Figure 1. I/O nets highlighted.
Scale: 2 px per um.
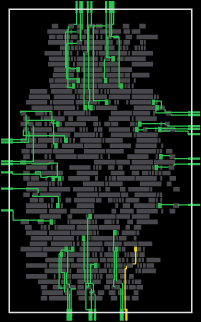
Figure 2. Placement by cell class.
Scale: 3 px per um.
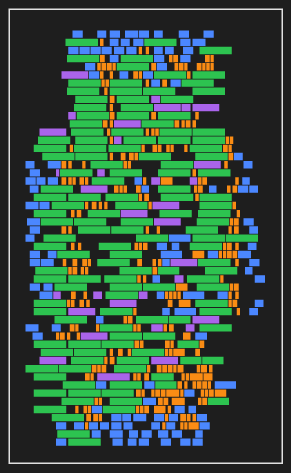
Figure 3. The metal 1 layer.
Scale: 4 px per um. Supply wires on this layer in gray. Cells faint in the background.
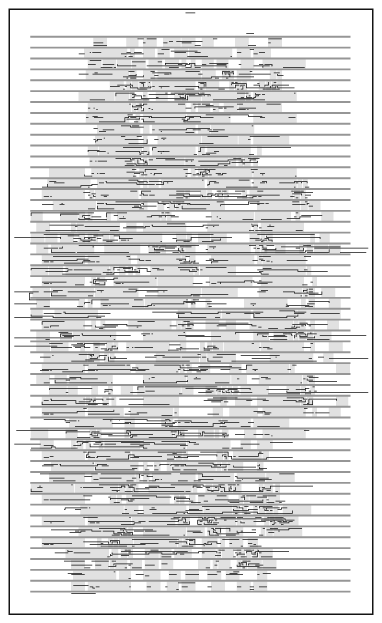
Figure 4. Local utilization.
Scale: 3 px per um. The die is cut into 9 by 15 equal tiles; dark blue is low, red is high, 0 to 100% covered.
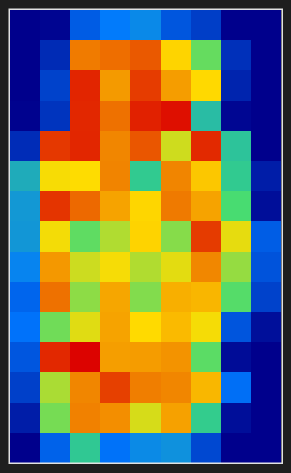
Design demux_2_buffered, sky130hd; sources not shown.
==> results.json <==
{
  "ys_chip_area_um2": 5215,
  "post_drt_wl_per_cell_um": 19.13,
  "grt_pass1_wl_um": 18930,
  "aoi_share": 0.07390,
  "area_share_clock_buf_inv": 0.08011,
  "hpwl_um": 8099,
  "vias_per_cell": 5.320,
  "largest_area_cell": "edfxtp_1",
  "startpoint_type": "primary input",
  "buffers": 122,
  "totalNegativeSetupSlack_ns": 0,
  "largest_reg_flops": 128,
  "synth_top_area_share": 0.7370,
  "syn_area_um2": 5215,
  "max-slew-margin-rel": 0.6210,
  "ys_async_sr_fraction": 0,
  "nClkBuffers": 18,
  "die_h_um": 150.9,
  "clock_net_power_mw": 2.09,
  "syn_area_per_cell_um2": 12.88,
  "power.internal_mw": 3.828,
  "yosys.cell_types.count": 18,
  "worst_setup_path_end_kind": "primary output",
  "placedCellCount": 638,
  "clkPwrFrac": 0.393,
  "fmax_ghz": 0.3625,
  "rsz0062_at_grt": "true",
  "p_seq_frac": 0.435,
  "holdWs_ns": 0.4610,
  "largest_class": "sequential cells",
  "n_all_inverters": 13,
  "numCtsBuffers": 17,
  "power_density_nw_per_um2": 749.4,
  "first_pass_iters": 4,
  "hold_viol_final": 0,
  "pg_seq_mw": 2.32,
  "fillers": 836,
  "dieArea_um2": 13650,
  "p_comb_uw": 919,
  "globalRouteOverflowTotal": 0,
  "xor_area_frac": 0,
  "ff2ff_path_depth": 7,
  "switchingPower_mw": 1.497,
  "peakVddDrop_mv": 0.5712,
  "worstPathMaxFanout": 3,
  "status": "complete, no violations",
  "yosysMostFrequentCell": "nand2_1",
  "holdCritPathClass": "reg2reg",
  "worst_pin_slew_ns": 0.5671,
  "crit_path_max_incr_delay_ns": 0.69,
  "grt_usage": 0.1858,
  "cts.sinks": 136,
  "synthMuxAreaShare": 0,
  "min_period_ns": 2.759,
  "place_ws_ns": 0.07372,
  "num_antenna_cells": 0,
  "cp.depth": 6,
  "top_power_group": "registers",
  "place.gp.congestion": 0.8581,
  "fin_nets": 567,
  "drv_slew": 0,
  "clk_path_buf_depth": 2,
  "htree_num_levels": 4,
  "topCombFamilyByArea": "simple AND/OR/NAND/NOR gates",
  "final_cell_mix": "nand2_1, edfxtp_1, a21oi_1",
  "area_growth_pct": 36.28,
  "first_iter_violations": 197,
  "grt_pass1_vias": 3650,
  "fa_ha_area_frac": 0.004798,
  "flop_cell": "edfxtp_1",
  "power.total_mw": 5.326,
  "ys_ff": 136,
  "p_leak_nw": 2.859,
  "setup_viol": 0,
  "holdPathStages": 2,
  "grt_max_degree": 35,
  "comb_area_um2": 1086,
  "ys_sh_simple": 0.1190,
  "root_buffer": "clkbuf_16",
  "critPathTopFamily": "buffers and inverters",
  "rrSetupSlack_ns": 0.68,
  "design.seq.count": 136,
  "edf_count": 128,
  "swShare": 0.2812,
  "fin_crit_sh": 0.9853,
  "seqCellArea_um2": 4005,
  "clk_latency_ns": 0.41
}
Back to the opening pictures, Figure 1:
color	port	direction	edge	end cells	buffers	wire
green	`Data_out1`	output	9 north, 8 south, 8 east, 7 west	32	32	1100 um
yellow	`out_ready1`	input	south	1	1	33.5 um
IO Pins: 109
port bufs: 108

Back to the opening pictures, Figure 2:
color	class	cells	share of their area
green	registers	136	58%
blue	remaining buffers and delay cells	122	18%
orange	remaining logic cells	250	16%
purple	clock drivers and dummy loads	32	8.2%
fin area: 7107 um^2
core area: 11100 um^2
fraction of area in registers: 0.5636
row count: 51

Back to the opening pictures, Figure 3:
longest straight run	42.3 um
share of all routed wire	34%
main direction	horizontal
Via Count: 3575
GR Util met1: 0.1753
Post-Route WL: 12860 um

Back to the opening pictures, Figure 4:
nearly empty tiles	13%
fullest tile	100%
tiles over 75% full	38%
mean over tiles	51%
Finished Core Util: 0.6401
Init Core Util: 0.4697

[metal layers]
layer / global-route usage / share of wire / vias up
met4: 0.1207 / 0.046 / 0
met3: 0.05169 / 0.052 / 44
met1: 0.1753 / 0.34 / 1722
met5: 0 / 0 / -
li1: - / - / 1671
met2: 0.3450 / 0.56 / 138
[repair_timing]
item	in CTS	in global routing
gates cloned	1	1
endpoints found under the setup margin	61	29
resized	35	15
pin swaps	1	1
buffers inserted	0	0
[worst register-to-register path, delay by kind of cell, from the launching register on]
| kind | cells | cell delay [ns] |
|---|---|---|
| fa+ha+maj | 1 | 0.35 |
| simple gates | 2 | 0.69 |
| flops | 1 | 0.42 |
| compound gates | 4 | 0.44 |
